### Signal wires by layer

(3 px per µm) Two of the layers only.
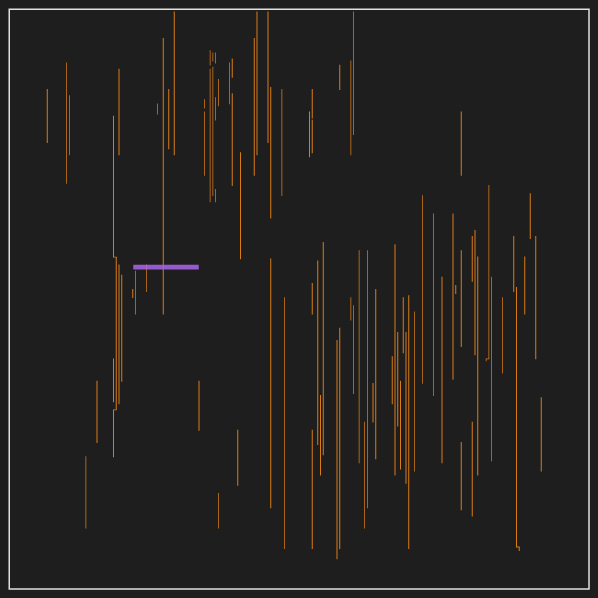
### The metal 2 layer

(2 px per µm)
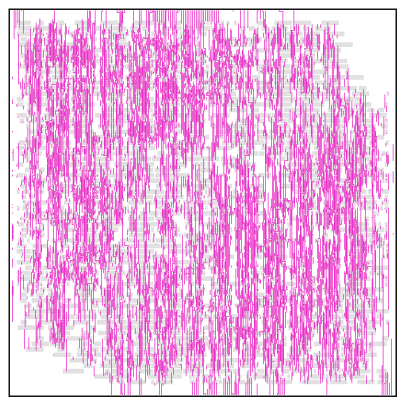
### Layout detail

Region (135, 135) to (155, 155) µm. Cells in gray, sequential cells in the stronger gray; small squares are vias.
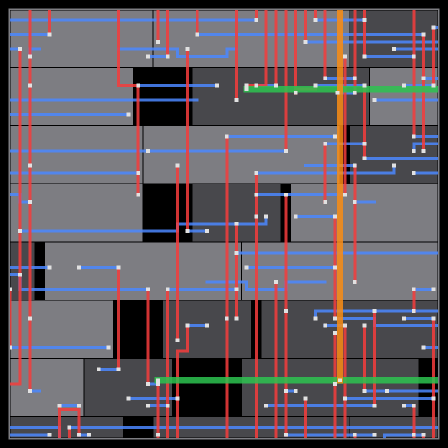
### The clock network

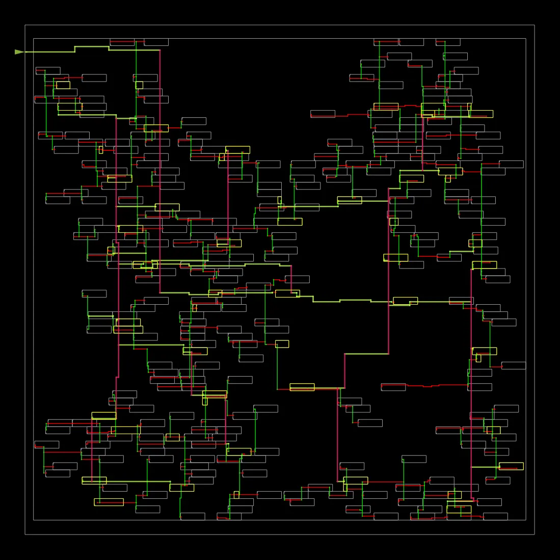
`src/rtl/store_buffer_dmem_if.sv`:
```
// Core-side and RAM-side signals of the data-memory store buffer bridge.
interface store_buffer_dmem_if #(
  parameter int ADDR_W = 32,
  parameter int DATA_W = 32
);
  logic [ADDR_W-1:0] daddr;
  logic [DATA_W-1:0] ddata_w;
  logic              d_w;
  logic              d_r;
  logic [DATA_W-1:0] ddata_r;
  logic              sb_full;
  logic              sb_empty;
  logic              sb_ovf;
  logic [ADDR_W-1:0] ram_raddr;
  logic [DATA_W-1:0] ram_rdata;
  logic              ram_wvalid;
  logic              ram_wready;
  logic [ADDR_W-1:0] ram_waddr;
  logic [DATA_W-1:0] ram_wdata;

  // Driver side: core plus RAM model
  modport master (
    output daddr, ddata_w, d_w, d_r, ram_rdata, ram_wready,
    input  ddata_r, sb_full, sb_empty, sb_ovf, ram_raddr, ram_wvalid, ram_waddr, ram_wdata
  );

  // Bridge side
  modport slave (
    input  daddr, ddata_w, d_w, d_r, ram_rdata, ram_wready,
    output ddata_r, sb_full, sb_empty, sb_ovf, ram_raddr, ram_wvalid, ram_waddr, ram_wdata
  );
endinterface

```
`src/rtl/store_buffer_dmem.sv`:
```
// Store buffer between the core MEM stage and the data RAM: single-cycle store
// retire into a FIFO, in-order drain over valid/ready, same-cycle loads with
// youngest-match store-to-load forwarding.
//
// state   | meaning
// --------+--------------------------------------------------
// S_IDLE  | buffer empty, no write presented to the RAM
// S_DRAIN | buffer non-empty, head entry presented for write
module store_buffer_dmem #(
  parameter int DEPTH  = 4,
  parameter int ADDR_W = 32,
  parameter int DATA_W = 32
) (
  input  logic               clk,
  input  logic               reset,
  store_buffer_dmem_if.slave bus
);
  localparam int PTR_W = $clog2(DEPTH);
  localparam logic [PTR_W:0] FULL_CNT = (PTR_W+1)'(DEPTH);
  localparam logic [PTR_W:0] ONE_CNT  = (PTR_W+1)'(1);

  typedef enum logic {S_IDLE, S_DRAIN} state_t;

  state_t            state_q, state_d;
  logic [PTR_W-1:0]  wr_ptr_q, wr_ptr_d;
  logic [PTR_W-1:0]  rd_ptr_q, rd_ptr_d;
  logic [PTR_W:0]    count_q, count_d;
  logic              ovf_q, ovf_d;
  logic [ADDR_W-1:0] addr_q [DEPTH];
  logic [ADDR_W-1:0] addr_d [DEPTH];
  logic [DATA_W-1:0] data_q [DEPTH];
  logic [DATA_W-1:0] data_d [DEPTH];
  logic [DEPTH-1:0]  valid_q, valid_d;

  logic              enq;
  logic              deq;
  logic [PTR_W-1:0]  fwd_idx;

  // Full check uses the registered count: a slot freed this cycle is not reusable yet.
  assign enq = bus.d_w && (count_q != FULL_CNT);
  assign deq = (state_q == S_DRAIN) && bus.ram_wready;

  assign bus.sb_full    = (count_q == FULL_CNT);
  assign bus.sb_empty   = (count_q == '0);
  assign bus.sb_ovf     = ovf_q;
  assign bus.ram_raddr  = bus.daddr;
  assign bus.ram_wvalid = (state_q == S_DRAIN);
  assign bus.ram_waddr  = addr_q[rd_ptr_q];
  assign bus.ram_wdata  = data_q[rd_ptr_q];

  // State and storage registers; reset discards buffered stores without draining.
  always_ff @(posedge clk or negedge reset) begin
    if (!reset) begin
      state_q  <= S_IDLE;
      wr_ptr_q <= '0;
      rd_ptr_q <= '0;
      count_q  <= '0;
      ovf_q    <= 1'b0;
      valid_q  <= '0;
      for (int i = 0; i < DEPTH; i++) begin
        addr_q[i] <= '0;
        data_q[i] <= '0;
      end
    end else begin
      state_q  <= state_d;
      wr_ptr_q <= wr_ptr_d;
      rd_ptr_q <= rd_ptr_d;
      count_q  <= count_d;
      ovf_q    <= ovf_d;
      valid_q  <= valid_d;
      addr_q   <= addr_d;
      data_q   <= data_d;
    end
  end

  // Drain FSM next state plus FIFO pointer/count/entry updates.
  always_comb begin
    state_d  = state_q;
    wr_ptr_d = wr_ptr_q;
    rd_ptr_d = rd_ptr_q;
    count_d  = count_q;
    ovf_d    = ovf_q | (bus.d_w && (count_q == FULL_CNT));
    valid_d  = valid_q;
    addr_d   = addr_q;
    data_d   = data_q;

    unique case (state_q)
      S_IDLE:  if (enq) state_d = S_DRAIN;
      S_DRAIN: if (deq && (count_q == ONE_CNT) && !enq) state_d = S_IDLE;
      default: state_d = S_IDLE;
    endcase

    if (deq) begin
      valid_d[rd_ptr_q] = 1'b0;
      rd_ptr_d          = rd_ptr_q + 1'b1;
    end
    if (enq) begin
      addr_d[wr_ptr_q]  = {bus.daddr[ADDR_W-1:2], 2'b00};
      data_d[wr_ptr_q]  = bus.ddata_w;
      valid_d[wr_ptr_q] = 1'b1;
      wr_ptr_d          = wr_ptr_q + 1'b1;
    end
    if (enq && !deq)      count_d = count_q + 1'b1;
    else if (deq && !enq) count_d = count_q - 1'b1;
  end

  // Forwarding walks oldest to youngest so the youngest matching entry wins;
  // the head entry still in handshake is valid and therefore included.
  always_comb begin
    bus.ddata_r = bus.ram_rdata;
    fwd_idx     = rd_ptr_q;
    if (bus.d_r) begin
      for (int i = 0; i < DEPTH; i++) begin
        fwd_idx = rd_ptr_q + PTR_W'(i);
        if (valid_q[fwd_idx] && (addr_q[fwd_idx][ADDR_W-1:2] == bus.daddr[ADDR_W-1:2]))
          bus.ddata_r = data_q[fwd_idx];
      end
    end
  end
endmodule

```
`src/flat_wrapper.sv`:
```
// flat-port wrapper written by rule: the top's interface ports become plain ports
module store_buffer_dmem_flat 
#(
  parameter int DEPTH  = 4,
  parameter int ADDR_W = 32,
  parameter int DATA_W = 32
)
  (clk, reset, bus_daddr, bus_ddata_w, bus_d_w, bus_d_r, bus_ram_rdata, bus_ram_wready, bus_ddata_r, bus_sb_full, bus_sb_empty, bus_sb_ovf, bus_ram_raddr, bus_ram_wvalid, bus_ram_waddr, bus_ram_wdata);
  store_buffer_dmem_if #(.ADDR_W(ADDR_W), .DATA_W(DATA_W)) bus_i ();
  input  logic clk;
  input  logic reset;
  input wire logic [$bits(bus_i.daddr)-1:0] bus_daddr;
  input wire logic [$bits(bus_i.ddata_w)-1:0] bus_ddata_w;
  input wire logic [$bits(bus_i.d_w)-1:0] bus_d_w;
  input wire logic [$bits(bus_i.d_r)-1:0] bus_d_r;
  input wire logic [$bits(bus_i.ram_rdata)-1:0] bus_ram_rdata;
  input wire logic [$bits(bus_i.ram_wready)-1:0] bus_ram_wready;
  output wire logic [$bits(bus_i.ddata_r)-1:0] bus_ddata_r;
  output wire logic [$bits(bus_i.sb_full)-1:0] bus_sb_full;
  output wire logic [$bits(bus_i.sb_empty)-1:0] bus_sb_empty;
  output wire logic [$bits(bus_i.sb_ovf)-1:0] bus_sb_ovf;
  output wire logic [$bits(bus_i.ram_raddr)-1:0] bus_ram_raddr;
  output wire logic [$bits(bus_i.ram_wvalid)-1:0] bus_ram_wvalid;
  output wire logic [$bits(bus_i.ram_waddr)-1:0] bus_ram_waddr;
  output wire logic [$bits(bus_i.ram_wdata)-1:0] bus_ram_wdata;
  assign bus_i.daddr = bus_daddr;
  assign bus_i.ddata_w = bus_ddata_w;
  assign bus_i.d_w = bus_d_w;
  assign bus_i.d_r = bus_d_r;
  assign bus_i.ram_rdata = bus_ram_rdata;
  assign bus_i.ram_wready = bus_ram_wready;
  assign bus_ddata_r = bus_i.ddata_r;
  assign bus_sb_full = bus_i.sb_full;
  assign bus_sb_empty = bus_i.sb_empty;
  assign bus_sb_ovf = bus_i.sb_ovf;
  assign bus_ram_raddr = bus_i.ram_raddr;
  assign bus_ram_wvalid = bus_i.ram_wvalid;
  assign bus_ram_waddr = bus_i.ram_waddr;
  assign bus_ram_wdata = bus_i.ram_wdata;
  store_buffer_dmem #(.DEPTH(DEPTH), .ADDR_W(ADDR_W), .DATA_W(DATA_W)) u_core (.clk(clk), .reset(reset), .bus(bus_i));
endmodule
```
`config.mk`:
```
export PLATFORM = sky130hd
export DESIGN_NAME = store_buffer_dmem_flat
export DESIGN_NICKNAME = d
export VERILOG_FILES = /design/src/rtl/store_buffer_dmem_if.sv /design/src/rtl/store_buffer_dmem.sv /design/src/flat_wrapper.sv
export SDC_FILE = /design/constraint.sdc
export NUM_CORES = 1
export LEC_CHECK = 0
export ABC_AREA = 0
export CAP_MARGIN = 20
export CORE_MARGIN = 3
export CORE_UTILIZATION = 60
export DETAILED_ROUTE_END_ITERATION = 8
export PLACE_DENSITY = 0.81
export SLEW_MARGIN = 40
export SYNTH_ARGS = -nofsm -noshare
export SYNTH_HDL_FRONTEND = slang
export SYNTH_SLANG_ARGS = --single-unit
```
`constraint.sdc`:
```
create_clock -name clk -period 10.2 [get_ports clk]
set_input_delay 2.04 -clock clk [delete_from_list [all_inputs] [get_ports clk]]
set_output_delay 2.04 -clock clk [all_outputs]
set_load 0.1 [all_outputs]
```
==> flow_summary.ini <==
; generated from flow reports
[floorplanning]
die_h_um = 193
rows = 67
fp_util_pct = 61.7
io_pins = 233

[synthesis]
ys_seq_share_pct = 31.2
synth_area_mm2 = 0.0209
ys_sh_xor_pct = 4.43
logic_family = multiplexers
yosys.area.top_type_share_pct = 31.2
edf_count = 0
muxShareOfSynthArea_pct = 34.3
aoi_share_pct = 12.9
ys_types = 77
avgSynthCellArea_um2 = 10.7
synthCells = 1952
simple_gate_area_share_pct = 9.46

[clock_tree]
cts_resized = 0
cts_tree = built
clockBufferDepth = 3
cts.sink_count = 261
holdBufCountCts = 0
root_buffer = clkbuf_16
clk_pin_slew_ns = 0.06
cts-htree-levels = 1

[cells_and_area]
finalNetCount = 2141
top_register = u_core.data_q
postLayoutCoreUtil_pct = 69.6
largest_reg_flops = 128
instances_no_fill = 2499
area_growth_pct = 12.9
final_cell_area_mm2 = 0.0236

[worst_setup_path]
timing.rr.start = u_core.count_q[0]$_DFFE_PN0P_
critPathMaxFanout = 33
rr_worst_depth = 8
critPathCaptureType = output port
cp-start-kind = primary input
worst-endpoint-required_ns = 8.16
crit_arrival_ns = 6.44

[sta]
fin_crit_sh_pct = 83.2
holdWs_ns = 0.456
post-route-min-period_ns = 8.48
slew_viol_final = 0
finalSetupViolCount = 0
fmax_mhz = 118
hold_viol = 0
worst_pin_slew_ns = 0.929

[min_path]
whs_path_depth = 1
min_path_type = flop to flop

[global_routing]
grt_max_degree = 111
overflow = 0
grt_antenna_before_repair = 2

[flow_run]
warnings = 36
max-cap-violations = 0

[placement]
placed_cells = 2441
placement.cell_area_mm2 = 0.0225
numPortBuffers = 226

[run_status]
status = finished clean

[drt]
ant_nets = 0
vias_per_cell = 7.06
dr.pass1.iters = 6
drc = 0
Back to the opening pictures, 'Signal wires by layer':
[metal 4] orange | wire length: 3160 µm
[metal 5] purple | wire length: 20.2 µm
total wire length: 67200 µm
routed len/inst: 26.9 µm
Total GRT Usage: 35.7%
via count: 17600

Back to the opening pictures, 'The metal 2 layer':
longest straight run: 105 µm
main direction: vertical
wire length on this layer: 31.1 mm

Back to the opening pictures, 'Layout detail':
[metal 3] green
[metal 2] red
[metal 4] orange
[metal 1] blue
most frequent: dfrtp_1 (10), mux2_2 (5), mux4_2 (3)
netlist names of flops here include: u_core.addr_q (6), u_core.data_q (4)
cells with their middle in the window: 18
sequential cells in the window: 10

Back to the opening pictures, 'The clock network':
cts bufs inserted: 30
latest clock arrival within the worst-skew pair: 0.58 ns
clk_skew: 0.00918 ns
clock buffers: 44

layer usage:
metal	GRT usage [%]	share of wire, %	up-vias
li1	-	-	7516
met1	48.9	40	8865
met2	56.1	46	1054
met3	6.98	9.1	200
met4	14.2	4.7	2
met5	0	0.030	-
worst max-delay path, cell delays in order:
cell             delay, ns
clkdlybuf4s50_1       0.83
o2bb2ai_1             0.30
a2111oi_0             0.63
nand4bb_1             0.25
nor4_4                0.33
buf_4                 0.44
and4_1                0.26
buf_4                 0.38
o31ai_1               0.16
o32ai_1               0.54
buf_12                0.25
how the worst max path moves through the flow:
| stage | startpoint | end | slack [ns] | cells after the start |
|---|---|---|---|---|
| 2_1_floorplan | u_core.rd_ptr_q[1]$_DFFE_PN0P_ | bus_ddata_r[27] | 0.84 | 20 |
| 3_3_place_gp | bus_daddr[9] | bus_ddata_r[9] | 1.89 | 11 |
| 3_5_place_dp | bus_daddr[5] | bus_ddata_r[9] | 1.81 | 11 |
| 4_1_cts | u_core.rd_ptr_q[1]$_DFFE_PN0P_ | bus_ddata_r[9] | 1.54 | 14 |
| 5_1_grt | bus_daddr[5] | bus_ddata_r[9] | 1.55 | 11 |
| 6_report | bus_daddr[5] | bus_ddata_r[9] | 1.72 | 11 |
area by class of cell:
class                           count  area [µm²]
Antenna cell                        1        2.50
Clock buffer                       44         905
Clock inverter                     11         139
Fill cell                        2525       10300
Inverter                           53         200
Multi-Input combinational cell   1415       13100
Sequential cell                   261        6540
Tap cell                          448         561
Timing Repair Buffer              266        2220
cell usage in the layout, fill, tap and decap left out, types with 7 or more instances in the layout:
| cell type | synthesis | routed |
|---|---|---|
| buf_4 | 49 | 49 |
| nand4_1 | 15 | 15 |
| a2111oi_0 | 8 | 7 |
| clkbuf_8 | 0 | 8 |
| nand3_1 | 15 | 15 |
| nor3_1 | 71 | 71 |
| mux4_2 | 113 | 113 |
| inv_1 | 48 | 47 |
| buf_6 | 12 | 9 |
| buf_12 | 4 | 12 |
| mux2i_1 | 151 | 151 |
| nor3b_1 | 28 | 28 |
| nor2_1 | 111 | 110 |
| and2_1 | 35 | 35 |
| o31ai_1 | 32 | 32 |
| a221oi_1 | 9 | 8 |
| o21a_1 | 35 | 35 |
| o32ai_1 | 29 | 29 |
| clkbuf_16 | 0 | 31 |
| o22ai_1 | 15 | 15 |
| xnor2_1 | 71 | 71 |
| nand2_1 | 84 | 80 |
| o211ai_1 | 40 | 40 |
| a41oi_1 | 33 | 32 |
| xor2_1 | 35 | 35 |
| ha_1 | 13 | 12 |
| clkdlybuf4s50_1 | 0 | 97 |
| buf_2 | 26 | 96 |
| mux4_1 | 8 | 8 |
| dfrtp_1 | 261 | 259 |
| a21oi_1 | 48 | 48 |
| mux2_2 | 250 | 250 |
| o21ai_0 | 68 | 68 |
logic make-up (layout without fill, tap and decap cells):
group           Yosys count  after routing
simple gates            398            398
other cells               1              3
mux                     526            526
buf+inv                 277            374
xor+xnor                106            106
fa+ha+maj                13             13
flops                   261            261
compound gates          370            370
